$ cat config.mk
export PLATFORM = sky130hd
export DESIGN_NAME = branch_resolution_unit_flat
export DESIGN_NICKNAME = d
export VERILOG_FILES = /design/src/rtl/branch_resolution_unit_if.sv /design/src/rtl/branch_resolution_unit.sv /design/src/flat_wrapper.sv
export SDC_FILE = /design/constraint.sdc
export NUM_CORES = 1
export LEC_CHECK = 0
export CORE_MARGIN = 2
export CORE_UTILIZATION = 36
export DETAILED_ROUTE_END_ITERATION = 10
export GPL_TIMING_DRIVEN = 0
export PLACE_DENSITY = 0.64
export SLEW_MARGIN = 20
export SYNTH_ARGS = -nofsm -noshare
export SYNTH_HDL_FRONTEND = slang
export SYNTH_SLANG_ARGS = --single-unit
$ cat constraint.sdc
create_clock -name clock -period 6.1 [get_ports clock]
set_input_delay 1.22 -clock clock [delete_from_list [all_inputs] [get_ports clock]]
set_output_delay 1.22 -clock clock [all_outputs]
set_load 0.01 [all_outputs]
$ cat src/rtl/branch_resolution_unit_if.sv
// Fetch/execute/predictor-update bundle between the branch resolution unit and its neighbours.
`timescale 1ns/1ps
interface branch_resolution_unit_if #(
  parameter int unsigned CNT_BITS = 32
);
  logic                if_valid;
  logic [31:0]         if_pc;
  logic                if_predict_taken;
  logic [31:0]         if_predict_target;
  logic                if_target_valid;
  logic                if_ready;

  logic                ex_valid;
  logic [31:0]         ex_pc;
  logic                ex_is_branch;
  logic                ex_branch_taken;
  logic [31:0]         ex_target;

  logic                redirect_valid;
  logic [31:0]         redirect_pc;

  logic                update_enable;
  logic [31:0]         update_pc;
  logic [31:0]         update_target;
  logic                update_is_branch;
  logic                update_taken;

  logic [CNT_BITS-1:0] branch_count;
  logic [CNT_BITS-1:0] mispredict_count;
  logic                sync_error;

  modport master (
    output if_valid, if_pc, if_predict_taken, if_predict_target, if_target_valid,
    output ex_valid, ex_pc, ex_is_branch, ex_branch_taken, ex_target,
    input  if_ready, redirect_valid, redirect_pc,
    input  update_enable, update_pc, update_target, update_is_branch, update_taken,
    input  branch_count, mispredict_count, sync_error
  );

  modport slave (
    input  if_valid, if_pc, if_predict_taken, if_predict_target, if_target_valid,
    input  ex_valid, ex_pc, ex_is_branch, ex_branch_taken, ex_target,
    output if_ready, redirect_valid, redirect_pc,
    output update_enable, update_pc, update_target, update_is_branch, update_taken,
    output branch_count, mispredict_count, sync_error
  );
endinterface

$ cat src/rtl/branch_resolution_unit.sv
// Tracks in-flight fetch predictions, checks them against EX resolution, and issues
// fetch redirects, predictor updates and branch/mispredict statistics.
`timescale 1ns/1ps
module branch_resolution_unit #(
  parameter int unsigned DEPTH    = 4,
  parameter int unsigned PTR_BITS = 2,
  parameter int unsigned CNT_BITS = 32
) (
  input logic                     clock,
  input logic                     reset,
  branch_resolution_unit_if.slave bus
);

  localparam int unsigned PW = PTR_BITS + 1;

  typedef struct packed {
    logic [31:0] pc;
    logic        eff_taken;
    logic [31:0] eff_target;
  } entry_t;

  typedef enum logic {RUN = 1'b0, REDIRECT = 1'b1} state_e;

  state_e              state_q, state_d;
  logic [PW-1:0]       head_q, head_d;
  logic [PW-1:0]       tail_q, tail_d;
  entry_t              mem_q [DEPTH];

  logic                ready_q, ready_d;
  logic                redirect_valid_q, redirect_valid_d;
  logic [31:0]         redirect_pc_q, redirect_pc_d;
  logic                upd_en_q, upd_en_d;
  logic [31:0]         upd_pc_q, upd_pc_d;
  logic [31:0]         upd_tgt_q, upd_tgt_d;
  logic                upd_br_q, upd_br_d;
  logic                upd_tk_q, upd_tk_d;
  logic [CNT_BITS-1:0] bcnt_q, bcnt_d;
  logic [CNT_BITS-1:0] mcnt_q, mcnt_d;
  logic                sync_err_q, sync_err_d;

  entry_t      head_e;
  logic        empty;
  logic        pop;
  logic        push;
  logic        pc_mismatch;
  logic        mispredict;
  logic [31:0] pred_next;
  logic [31:0] actual_next;

  // Head-of-queue comparison; a PC mismatch forces a redirect even if next-PCs agree
  assign head_e      = mem_q[head_q[PTR_BITS-1:0]];
  assign empty       = (head_q == tail_q);
  assign pred_next   = head_e.eff_taken ? head_e.eff_target : 32'(head_e.pc + 32'd4);
  assign actual_next = (bus.ex_is_branch & bus.ex_branch_taken) ? bus.ex_target
                                                                  : 32'(bus.ex_pc + 32'd4);
  assign pop         = (state_q == RUN) & bus.ex_valid & ~empty;
  assign pc_mismatch = pop & (head_e.pc != bus.ex_pc);
  assign mispredict  = pop & ((pred_next != actual_next) | (head_e.pc != bus.ex_pc));
  assign push        = bus.if_valid & ready_q & ~mispredict;

  // Queue storage needs no reset: entries are only read between head and tail
  always_ff @(posedge clock) begin
    if (push) begin
      mem_q[tail_q[PTR_BITS-1:0]] <= '{pc:         bus.if_pc,
                                       eff_taken:  bus.if_predict_taken & bus.if_target_valid,
                                       eff_target: bus.if_predict_target};
    end
  end

  always_comb begin
    state_d          = state_q;
    head_d           = head_q;
    tail_d           = tail_q;
    redirect_valid_d = 1'b0;
    redirect_pc_d    = '0;
    upd_en_d         = 1'b0;
    upd_pc_d         = '0;
    upd_tgt_d        = '0;
    upd_br_d         = 1'b0;
    upd_tk_d         = 1'b0;
    bcnt_d           = bcnt_q;
    mcnt_d           = mcnt_q;
    sync_err_d       = sync_err_q;
    ready_d          = 1'b0;

    case (state_q)
      RUN: begin
        if (bus.ex_valid & empty) begin
          sync_err_d = 1'b1;
        end
        if (pop) begin
          head_d    = PW'(head_q + PW'(1));
          upd_en_d  = bus.ex_is_branch;
          upd_pc_d  = bus.ex_pc;
          upd_tgt_d = bus.ex_target;
          upd_br_d  = bus.ex_is_branch;
          upd_tk_d  = bus.ex_branch_taken;
          if (bus.ex_is_branch && (bcnt_q != '1)) begin
            bcnt_d = CNT_BITS'(bcnt_q + CNT_BITS'(1));
          end
        end
        if (pc_mismatch) begin
          sync_err_d = 1'b1;
        end
        if (push) begin
          tail_d = PW'(tail_q + PW'(1));
        end
        // Wrong-path entries behind the mispredict are dropped by collapsing head onto tail
        if (mispredict) begin
          state_d          = REDIRECT;
          head_d           = tail_q;
          redirect_valid_d = 1'b1;
          redirect_pc_d    = actual_next;
          if (mcnt_q != '1) begin
            mcnt_d = CNT_BITS'(mcnt_q + CNT_BITS'(1));
          end
        end
      end
      REDIRECT: begin
        state_d = RUN;
      end
      default: begin
        state_d = RUN;
      end
    endcase

    ready_d = (state_d == RUN) &
              ~((head_d[PTR_BITS-1:0] == tail_d[PTR_BITS-1:0]) &
                (head_d[PTR_BITS] != tail_d[PTR_BITS]));
  end

  always_ff @(posedge clock or negedge reset) begin
    if (!reset) begin
      state_q          <= RUN;
      head_q           <= '0;
      tail_q           <= '0;
      ready_q          <= 1'b0;
      redirect_valid_q <= 1'b0;
      redirect_pc_q    <= '0;
      upd_en_q         <= 1'b0;
      upd_pc_q         <= '0;
      upd_tgt_q        <= '0;
      upd_br_q         <= 1'b0;
      upd_tk_q         <= 1'b0;
      bcnt_q           <= '0;
      mcnt_q           <= '0;
      sync_err_q       <= 1'b0;
    end else begin
      state_q          <= state_d;
      head_q           <= head_d;
      tail_q           <= tail_d;
      ready_q          <= ready_d;
      redirect_valid_q <= redirect_valid_d;
      redirect_pc_q    <= redirect_pc_d;
      upd_en_q         <= upd_en_d;
      upd_pc_q         <= upd_pc_d;
      upd_tgt_q        <= upd_tgt_d;
      upd_br_q         <= upd_br_d;
      upd_tk_q         <= upd_tk_d;
      bcnt_q           <= bcnt_d;
      mcnt_q           <= mcnt_d;
      sync_err_q       <= sync_err_d;
    end
  end

  assign bus.if_ready         = ready_q;
  assign bus.redirect_valid   = redirect_valid_q;
  assign bus.redirect_pc      = redirect_pc_q;
  assign bus.update_enable    = upd_en_q;
  assign bus.update_pc        = upd_pc_q;
  assign bus.update_target    = upd_tgt_q;
  assign bus.update_is_branch = upd_br_q;
  assign bus.update_taken     = upd_tk_q;
  assign bus.branch_count     = bcnt_q;
  assign bus.mispredict_count = mcnt_q;
  assign bus.sync_error       = sync_err_q;

endmodule
$ cat src/flat_wrapper.sv
// flat-port wrapper written by rule: the top's interface ports become plain ports
module branch_resolution_unit_flat 
#(
  parameter int unsigned DEPTH    = 4,
  parameter int unsigned PTR_BITS = 2,
  parameter int unsigned CNT_BITS = 32
)
  (clock, reset, bus_if_valid, bus_if_pc, bus_if_predict_taken, bus_if_predict_target, bus_if_target_valid, bus_ex_valid, bus_ex_pc, bus_ex_is_branch, bus_ex_branch_taken, bus_ex_target, bus_if_ready, bus_redirect_valid, bus_redirect_pc, bus_update_enable, bus_update_pc, bus_update_target, bus_update_is_branch, bus_update_taken, bus_branch_count, bus_mispredict_count, bus_sync_error);
  branch_resolution_unit_if #(.CNT_BITS(CNT_BITS)) bus_i ();
  input logic clock;
  input logic reset;
  input wire logic [$bits(bus_i.if_valid)-1:0] bus_if_valid;
  input wire logic [$bits(bus_i.if_pc)-1:0] bus_if_pc;
  input wire logic [$bits(bus_i.if_predict_taken)-1:0] bus_if_predict_taken;
  input wire logic [$bits(bus_i.if_predict_target)-1:0] bus_if_predict_target;
  input wire logic [$bits(bus_i.if_target_valid)-1:0] bus_if_target_valid;
  input wire logic [$bits(bus_i.ex_valid)-1:0] bus_ex_valid;
  input wire logic [$bits(bus_i.ex_pc)-1:0] bus_ex_pc;
  input wire logic [$bits(bus_i.ex_is_branch)-1:0] bus_ex_is_branch;
  input wire logic [$bits(bus_i.ex_branch_taken)-1:0] bus_ex_branch_taken;
  input wire logic [$bits(bus_i.ex_target)-1:0] bus_ex_target;
  output wire logic [$bits(bus_i.if_ready)-1:0] bus_if_ready;
  output wire logic [$bits(bus_i.redirect_valid)-1:0] bus_redirect_valid;
  output wire logic [$bits(bus_i.redirect_pc)-1:0] bus_redirect_pc;
  output wire logic [$bits(bus_i.update_enable)-1:0] bus_update_enable;
  output wire logic [$bits(bus_i.update_pc)-1:0] bus_update_pc;
  output wire logic [$bits(bus_i.update_target)-1:0] bus_update_target;
  output wire logic [$bits(bus_i.update_is_branch)-1:0] bus_update_is_branch;
  output wire logic [$bits(bus_i.update_taken)-1:0] bus_update_taken;
  output wire logic [$bits(bus_i.branch_count)-1:0] bus_branch_count;
  output wire logic [$bits(bus_i.mispredict_count)-1:0] bus_mispredict_count;
  output wire logic [$bits(bus_i.sync_error)-1:0] bus_sync_error;
  assign bus_i.if_valid = bus_if_valid;
  assign bus_i.if_pc = bus_if_pc;
  assign bus_i.if_predict_taken = bus_if_predict_taken;
  assign bus_i.if_predict_target = bus_if_predict_target;
  assign bus_i.if_target_valid = bus_if_target_valid;
  assign bus_i.ex_valid = bus_ex_valid;
  assign bus_i.ex_pc = bus_ex_pc;
  assign bus_i.ex_is_branch = bus_ex_is_branch;
  assign bus_i.ex_branch_taken = bus_ex_branch_taken;
  assign bus_i.ex_target = bus_ex_target;
  assign bus_if_ready = bus_i.if_ready;
  assign bus_redirect_valid = bus_i.redirect_valid;
  assign bus_redirect_pc = bus_i.redirect_pc;
  assign bus_update_enable = bus_i.update_enable;
  assign bus_update_pc = bus_i.update_pc;
  assign bus_update_target = bus_i.update_target;
  assign bus_update_is_branch = bus_i.update_is_branch;
  assign bus_update_taken = bus_i.update_taken;
  assign bus_branch_count = bus_i.branch_count;
  assign bus_mispredict_count = bus_i.mispredict_count;
  assign bus_sync_error = bus_i.sync_error;
  branch_resolution_unit #(.DEPTH(DEPTH), .PTR_BITS(PTR_BITS), .CNT_BITS(CNT_BITS)) u_core (.clock(clock), .reset(reset), .bus(bus_i));
endmodule
run_1/met1.png
Supply wires on this layer in gray.
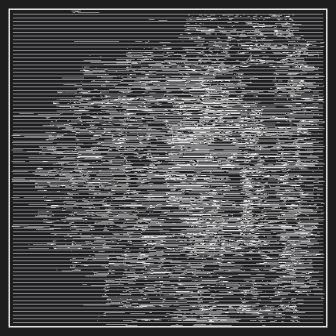
wire length on this layer: 26.3 mm
share of all routed wire: 43%
main direction: horizontal
longest straight run: 72.2 um
nets with wire on the layer: 1754

run_1/met2.png
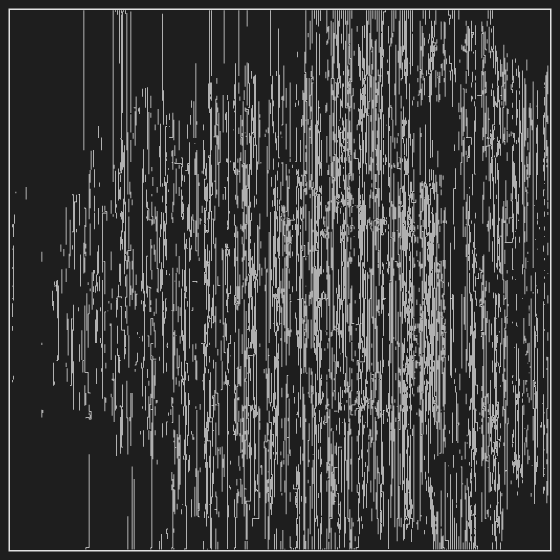
main direction: vertical
nets with wire on the layer: 1662
longest straight run: 106 um
wire length on this layer: 28.9 mm
share of all routed wire: 47%

==> Changelog: implementation, run 1 <==
### Implementation results

- Width of the die: 237 um
- Fraction of area in clock buffers and inverters: 5.69%
- Leak Pwr: 9.34 nW
- Hold-critical path depth: 1
- Crit Path Max Fanout: 10
- Met3 WL post-DR: 4.23 mm
- Critical path class: in -> reg
- Insertion Delay late pin: 0.59 ns
- First-pass GRT wire length: 89.7 mm
- Outcome: completed
- Design Power: 10.6 mW
- Max Clock Skew: 0.0280 ns
- Largest net degree at the start of global routing: 90
- Top FF cell, synth: sky130_fd_sc_hd__edfxtp_1
- Capturing element of the worst setup path: u_core.bus.redirect_pc[17]
- Routed length per placed instance: 24.5 um
- Highest-delay cell along the critical path: sky130_fd_sc_hd__clkdlybuf4s50_1
- Maximum clock frequency: 169 MHz
- Number of synthesized flops with an enable pin: 260
- M2 GR Usage: 35.2%
- Adder-Cell Fraction of Synth Area: 0.575%
- Finished Core Util: 46.9%
- Area growth from synthesis to layout: 29.0%
- Origin of the critical flop-to-flop path: u_core.head_q[1]
- Post-synthesis share of cell area spent on xor and xnor gates: 6.62%
- CTS clock-pin slew for the worst setup and hold paths: 0.06 ns
- Global Route met1 Usage: 28.8%
- Number of DRC violations after detailed-routing iteration 0: 1082
- Total met2 wirelength after detailed routing: 28.9 mm
- Area leader, netlist: sky130_fd_sc_hd__edfxtp_1
- Total number of cells along the worst setup path: 13
- Mapped Area: 19600 um^2
- Max-cap violation count: 0
- Chip area in the Yosys report: 19600 um^2
- Fraction of the mapped netlist area in simple logic gates: 13.6%
- Synthesized registers: 431
- Sequential share of cell area: 47.9%
- Worst setup margin: 0.200 ns
- CP peak stage delay: 0.69 ns
- Dpl hpwl: 45.7 mm
- Hold Vio Cnt, Final: 0
- Flip-flop and latch count: 431
- Number of buffer and inverter instances along the worst setup path: 3
- Most frequent cells after synthesis: sky130_fd_sc_hd__edfxtp_1, sky130_fd_sc_hd__dfrtp_1, sky130_fd_sc_hd__nor2_1, sky130_fd_sc_hd__xnor2_1, sky130_fd_sc_hd__and2_1
- Synth top cell by count: sky130_fd_sc_hd__edfxtp_1
- GPL Wtd Cong: 0.903
- Area fraction in mux cells: 9.47%
- Worst-case headroom to the max-slew limit: 31.7%
- Required time at the endpoint of the critical path: 6.51 ns
- #MultiIn Comb: 880
- Number of standard cells reported by yosys: 1402
- Inst Count DP: 2395
- Filler Cells Inserted: 4664
- Grt total ovfl: 0
- Logic area: 7150 um^2
- Hold-fix buffers, CTS: 0
- Starting utilization of the core area: 36.4%
- RR Endpoint: u_core.bus.redirect_pc[17]
- CTS root buf: sky130_fd_sc_hd__clkbuf_16
- Gate count after technology mapping: 1402
- Startpoint of the worst hold path: u_core.bus.mispredict_count[6]
- Dominant cells by area after synthesis: sky130_fd_sc_hd__edfxtp_1, sky130_fd_sc_hd__dfrtp_1, sky130_fd_sc_hd__mux4_2
- Wire length after detailed routing: 61.3 mm
- H-tree depth: 2
- Area-dominant class: sequential cells
- Count of final max-slew check failures: 0
- Core Area: 53800 um^2
- Die Area: 56200 um^2
- CTS tree: done
- Kind of cell adding the most delay to the critical path: simple AND/OR/NAND/NOR gates
- Synth Warn #: 0
- DRC viols: 0
- Number of antenna violations at the first check in global routing: 10
- Share of synthesized cell area in and-or and or-and compound cells: 5.47%
- Worst Setup SP: bus_ex_pc[15]
- Reg2reg path depth: 18
- Setup_tns: 0 ns
- Storage element area: 12100 um^2
- Via density per instance: 5.31
- Tally of unique sky130hd cells used after synthesis: 86
- Row count: 85
- Most Crowded Layer GR: met2
- Hold slack final: 0.483 ns
run_1/met3.png
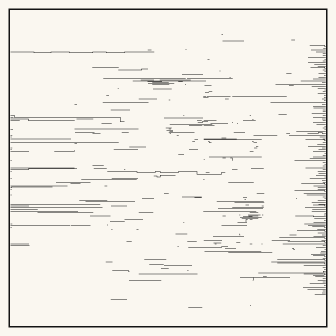
wire length on this layer: 4230 um
longest straight run: 81.0 um
nets with wire on the layer: 267
share of all routed wire: 6.9%

[run 1: where the power goes]
part           internal, mW  leakage (nW)  switching (mW)  total, mW
Clock                  1.54         0.692            1.14       2.69
Combinational          1.78          4.02            2.35       4.13
Sequential             3.59          4.63           0.198       3.79
[run 1: state kept, by name, summed over array words and instances, names as in the netlist, 3 cells and up]
| register | count |
|---|---|
| u_core.bus.mispredict_count | 32 |
| u_core.mem_q | 260 |
| u_core.tail_q | 3 |
| u_core.bus.update_target | 32 |
| u_core.head_q | 3 |
| u_core.bus.redirect_pc | 32 |
| u_core.bus.update_pc | 32 |
| u_core.bus.branch_count | 32 |
==> run 2: changes to the inputs <==
CTS_BUF_LIST = sky130_fd_sc_hd__clkbuf_4   (was unset)
run_2/met4.png
The bar under the picture is 50 um long. Supply wires on this layer in gray. Cells faint in the background.
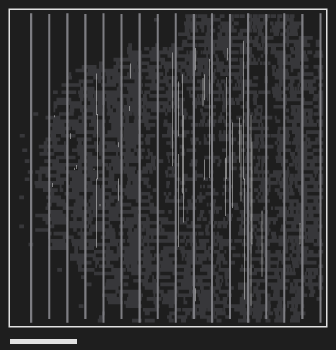
longest straight run: 143 um
main direction: vertical
nets with wire on the layer: 30
wire length on this layer: 1480 um

run_2/met1.png
Supply wires on this layer in gray.
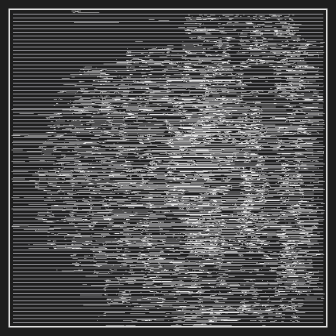
longest straight run: 74.5 um
share of all routed wire: 42%

==> run 2 against run 1 <==
Compared with the run above: worst setup slack got worse by 0.085 ns; routed wire length increased by 0.87%; total power decreased by 3.2%; count of clock-buffer cells in the layout increased by 91; first-iteration DRC count decreased by 16%; critical path depth rose by 1; cell count rose by 5.1%; synthesized cell count did not move; global-route usage up 0.36 points; utilization decreased by 0.13 points; flip-flop count unchanged.
==> Changelog: implementation, run 2 <==
### Implementation results

- Synthesized registers: 431 (unchanged)
- Crit Path Max Fanout: 40 (was 10)
- Area fraction in mux cells: 9.47% (unchanged)
- Wire length after detailed routing: 61.8 mm (was 61.3 mm)
- Kind of cell adding the most delay to the critical path: simple AND/OR/NAND/NOR gates (unchanged)
- Synth Warn #: 0 (unchanged)
- Adder-Cell Fraction of Synth Area: 0.575% (unchanged)
- Starting utilization of the core area: 36.4% (unchanged)
- Via density per instance: 5.21 (was 5.31)
- Most Crowded Layer GR: met2 (unchanged)
- Count of final max-slew check failures: 0 (unchanged)
- Origin of the critical flop-to-flop path: u_core.head_q[1] (unchanged)
- Total number of cells along the worst setup path: 14 (was 13)
- Tally of unique sky130hd cells used after synthesis: 86 (unchanged)
- Insertion Delay late pin: 0.90 ns (was 0.59 ns)
- Post-synthesis share of cell area spent on xor and xnor gates: 6.62% (unchanged)
- Clock network power: 2.33 mW (was 2.69 mW)
- CTS root buf: sky130_fd_sc_hd__clkbuf_4 (was sky130_fd_sc_hd__clkbuf_16)
- Required time at the endpoint of the critical path: 6.62 ns (was 6.51 ns)
- Total sequential power: 3.79 mW (about the same)
- Outcome: completed (unchanged)
- Dominant cells by area after synthesis: sky130_fd_sc_hd__edfxtp_1, sky130_fd_sc_hd__dfrtp_1, sky130_fd_sc_hd__mux4_2 (unchanged)
- Area leader, netlist: sky130_fd_sc_hd__edfxtp_1 (unchanged)
- Filler Cells Inserted: 4786 (was 4664)
- Gate count after technology mapping: 1402 (unchanged)
- Number of DRC violations after detailed-routing iteration 0: 914 (was 1082)
- Sequential share of cell area: 48.0% (was 47.9%)
- Setup_tns: 0 ns (unchanged)
- Combinational share of power: 40.4% (was 39.0%)
- Global Route met1 Usage: 28.3% (was 28.8%)
- Combinational-cell power consumption: 4.15 mW (was 4.13 mW)
- Reg2reg path depth: 19 (was 18)
- Hold Vio Cnt, Final: 0 (unchanged)
- Fraction of the mapped netlist area in simple logic gates: 13.6% (unchanged)
- First-pass GRT wire length: 90.9 mm (was 89.7 mm)
- Dpl hpwl: 45.7 mm (unchanged)
- Die Area: 56200 um^2 (unchanged)
- Signal inverters: 25 (unchanged)
- Critical path class: in -> reg (unchanged)
- Number of buffer and inverter instances along the worst setup path: 3 (unchanged)
- Top FF cell, synth: sky130_fd_sc_hd__edfxtp_1 (unchanged)
- Power group with the largest share: combinational logic (unchanged)
- Most frequent cells after synthesis: sky130_fd_sc_hd__edfxtp_1, sky130_fd_sc_hd__dfrtp_1, sky130_fd_sc_hd__nor2_1, sky130_fd_sc_hd__xnor2_1, sky130_fd_sc_hd__and2_1 (unchanged)
- Mapped Area: 19600 um^2 (unchanged)
- Number of synthesized flops with an enable pin: 260 (unchanged)
- #MultiIn Comb: 880 (unchanged)
- GPL Wtd Cong: 0.903 (unchanged)
- Maximum clock frequency: 167 MHz (was 169 MHz)
- Flip-flop count of the largest register, all copies and words added: 260 (unchanged)
- Inst Count DP: 2395 (unchanged)
- Hold-fix buffers, CTS: 0 (unchanged)
- Core Area: 53800 um^2 (unchanged)
- H-tree depth: 3 (was 2)
- Storage element area: 12100 um^2 (unchanged)
- Proportion of power drawn by flip-flops and latches: 36.9% (was 35.7%)
- Fraction of power consumed by the clock network: 22.7% (was 25.3%)
- Number of antenna violations at the first check in global routing: 12 (was 10)
- Fraction of area in clock buffers and inverters: 5.34% (was 5.69%)
- Synth top cell by count: sky130_fd_sc_hd__edfxtp_1 (unchanged)
- Number of standard cells reported by yosys: 1402 (unchanged)
- Met3 WL post-DR: 4.68 mm (was 4.23 mm)
- DRC viols: 0 (unchanged)
- Area-dominant class: sequential cells (unchanged)
- M2 GR Usage: 35.8% (was 35.2%)
- Maximum clock path buffer count: 3 (unchanged)
- Total met2 wirelength after detailed routing: 29.5 mm (was 28.9 mm)
- Count of pins on the block boundary: 302 (unchanged)
- Width of the die: 237 um (unchanged)
- Sw Ratio: 36.3% (was 34.8%)
- CTS clock-pin slew for the worst setup and hold paths: 0.07 ns (was 0.06 ns)
- Chip area in the Yosys report: 19600 um^2 (unchanged)
- Grt total ovfl: 0 (unchanged)
- Leak Pwr: 9.47 nW (was 9.34 nW)
- Design Power: 10.3 mW (was 10.6 mW)
- CP peak stage delay: 0.90 ns (was 0.69 ns)
- Routed length per placed instance: 23.5 um (was 24.5 um)
- Largest net degree at the start of global routing: 90 (unchanged)
- Worst setup margin: 0.114 ns (was 0.200 ns)
- Logic area: 7110 um^2 (was 7150 um^2)
- Highest-delay cell along the critical path: sky130_fd_sc_hd__o31ai_1 (was sky130_fd_sc_hd__clkdlybuf4s50_1)
run_2/met2.png
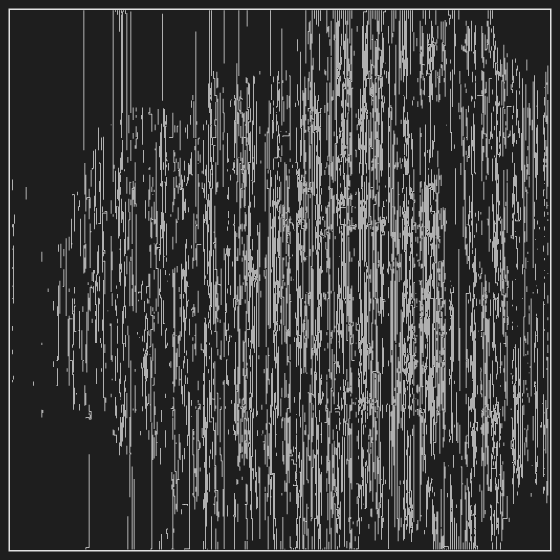
longest straight run: 91.6 um
main direction: vertical
nets with wire on the layer: 1738
wire length on this layer: 29.5 mm
share of all routed wire: 48%

## run 2: cell counts after synthesis
Identical to the previous run, type by type.
## run 2: worst max path at each step
stage | endpoint | start | slack [ns]
6_report | u_core.mem_q[0][35] | bus_ex_pc[10] | 0.11
5_1_grt | u_core.mem_q[0][18] | u_core.head_q[1] | -0.02
4_1_cts | u_core.mem_q[2][39] | bus_ex_pc[6] | 0.006
3_5_place_dp | u_core.mem_q[0][3] | bus_ex_pc[6] | -1.40
3_3_place_gp | u_core.bus.update_target[2] | reset | -3.12
2_1_floorplan | u_core.mem_q[3][0] | bus_ex_pc[2] | 0.37
## run 2: timing repair
action	CTS	global route
pin swaps	4	4
gates resized	11	8
buffers inserted	0	24
setup endpoints to repair	270	211
cloned	4	0
==> run 3: changes to the inputs <==
GPL_TIMING_DRIVEN = 1   (was 0)
SLEW_MARGIN = 25   (was 20)
run_3/met3.png
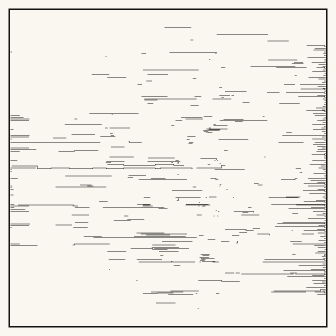
share of all routed wire: 6.9%
longest straight run: 77.3 um

run_3/met1.png
Supply wires on this layer in gray.
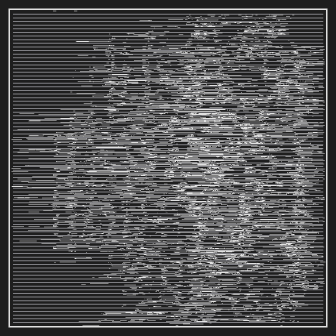
share of all routed wire: 42%
longest straight run: 67.2 um
main direction: horizontal
wire length on this layer: 25.2 mm
nets with wire on the layer: 1830

==> run 3 against run 2 <==
Compared with the run above: cell count shrank 0.15%; critical path type is now reg -> reg; largest cell class unchanged; area after synthesis unchanged; combinational power shrank 5.3%; largest power group unchanged; utilization rose by 0.38 points; die area stayed put; non-clock buffer count grew 12; routed wire length fell by 4.1%.
==> Changelog: implementation, run 3 <==
### Implementation results

- Outcome: completed (unchanged)
- Hold-fix buffers, CTS: 0 (unchanged)
- Hold Vio Cnt, Final: 0 (unchanged)
- Filler Cells Inserted: 4703 (was 4786)
- Wire length after detailed routing: 59.3 mm (was 61.8 mm)
- Number of standard cells reported by yosys: 1402 (unchanged)
- Insertion Delay late pin: 0.86 ns (was 0.90 ns)
- First-pass GRT wire length: 88.9 mm (was 90.9 mm)
- Fraction of area in clock buffers and inverters: 5.60% (was 5.34%)
- Area-dominant class: sequential cells (unchanged)
- Leak Pwr: 9.65 nW (was 9.47 nW)
- Number of antenna violations at the first check in global routing: 3 (was 12)
- Number of synthesized flops with an enable pin: 260 (unchanged)
- Most frequent cells after synthesis: sky130_fd_sc_hd__edfxtp_1, sky130_fd_sc_hd__dfrtp_1, sky130_fd_sc_hd__nor2_1, sky130_fd_sc_hd__xnor2_1, sky130_fd_sc_hd__and2_1 (unchanged)
- Sequential share of cell area: 47.6% (was 48.0%)
- Dpl hpwl: 45.5 mm (was 45.7 mm)
- GPL Wtd Cong: 0.942 (was 0.903)
- Total number of cells along the worst setup path: 15 (was 14)
- CTS tree: done (unchanged)
- Global Route met1 Usage: 27.9% (was 28.3%)
- Power group with the largest share: combinational logic (unchanged)
- Fraction of power consumed by the clock network: 24.0% (was 22.7%)
- Finished Core Util: 47.2% (was 46.8%)
- Flip-flop count of the largest register, all copies and words added: 260 (unchanged)
- Row count: 85 (unchanged)
- Number of buffer and inverter instances along the worst setup path: 4 (was 3)
- Storage element area: 12100 um^2 (about the same)
- Highest-delay cell along the critical path: sky130_fd_sc_hd__dfrtp_4 (was sky130_fd_sc_hd__o31ai_1)
- Die Area: 56200 um^2 (unchanged)
- Top FF cell, synth: sky130_fd_sc_hd__edfxtp_1 (unchanged)
- RR Endpoint: u_core.mem_q[3][27] (was u_core.mem_q[0][35])
- Inst Count DP: 2431 (was 2395)
- Tally of unique sky130hd cells used after synthesis: 86 (unchanged)
- P_sw: 3.57 mW (was 3.73 mW)
- Crit Path Max Fanout: 35 (was 40)
- H-tree depth: 3 (unchanged)
- Count of pins on the block boundary: 302 (unchanged)
- Via density per instance: 5.21 (about the same)
- Setup_tns: 0 ns (unchanged)
- CTS clock-pin slew for the worst setup and hold paths: 0.07 ns (about the same)
- Grt total ovfl: 0 (unchanged)
- Largest net degree at the start of global routing: 73 (was 90)
- Signal inverters: 25 (unchanged)
- Core Area: 53800 um^2 (unchanged)
- Width of the die: 237 um (unchanged)
- Worst-case headroom to the max-slew limit: 36.5% (was 26.9%)
- Count of final max-slew check failures: 0 (unchanged)
- Sw Ratio: 34.7% (was 36.3%)
- Worst setup margin: 0.461 ns (was 0.114 ns)
- Routed length per placed instance: 22.6 um (was 23.5 um)
- Post-CTS Setup Repair Bufs: 0 (unchanged)
- Starting utilization of the core area: 36.4% (unchanged)
- Maximum clock path buffer count: 3 (unchanged)
- CP peak stage delay: 0.88 ns (was 0.90 ns)
- Proportion of power drawn by flip-flops and latches: 37.8% (was 36.9%)
- Hold slack final: 0.379 ns (about the same)
- #MultiIn Comb: 876 (was 880)
- Synthesized registers: 431 (unchanged)
- M2 GR Usage: 34.7% (was 35.8%)
- Maximum clock frequency: 177 MHz (was 167 MHz)
- Mapped Area: 19600 um^2 (unchanged)
- Max-cap violation count: 0 (unchanged)
- Area growth from synthesis to layout: 29.7% (was 28.7%)
- Clock network power: 2.46 mW (was 2.33 mW)
run_3/final_clocks.png
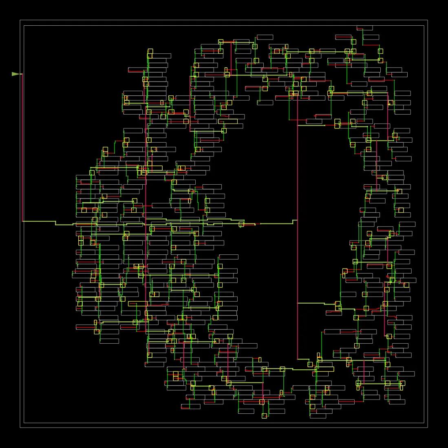
flip-flop and latch count: 431
Max Clock Skew: 0.0573 ns

run 3: cells by family (layout without fill, tap and decap cells):
family / count (synthesis) / count (layout) / synth area share, %
buffers and inverters: 95 / 616 / 2.49
XOR/XNOR: 143 / 143 / 6.62
AND/OR/NAND/NOR: 483 / 483 / 13.6
flip-flops: 431 / 431 / 61.8
multiplexers: 103 / 103 / 9.47
adder cells (fa/ha/maj): 9 / 9 / 0.575
AND-OR/OR-AND: 138 / 138 / 5.47
other: 0 / 2 / 0
run 3: worst max-delay path by stage:
stage,slack [ns],endpoint
finish,0.46,u_core.mem_q[3][27]
global route,0.24,u_core.mem_q[0][10]
CTS,0.48,u_core.mem_q[3][27]
detailed placement,-0.08,u_core.mem_q[2][0]
global placement,-0.02,u_core.mem_q[2][1]
floorplan,0.37,u_core.mem_q[3][0]
No activity file was given, so power comes from the tool's default toggle rates.
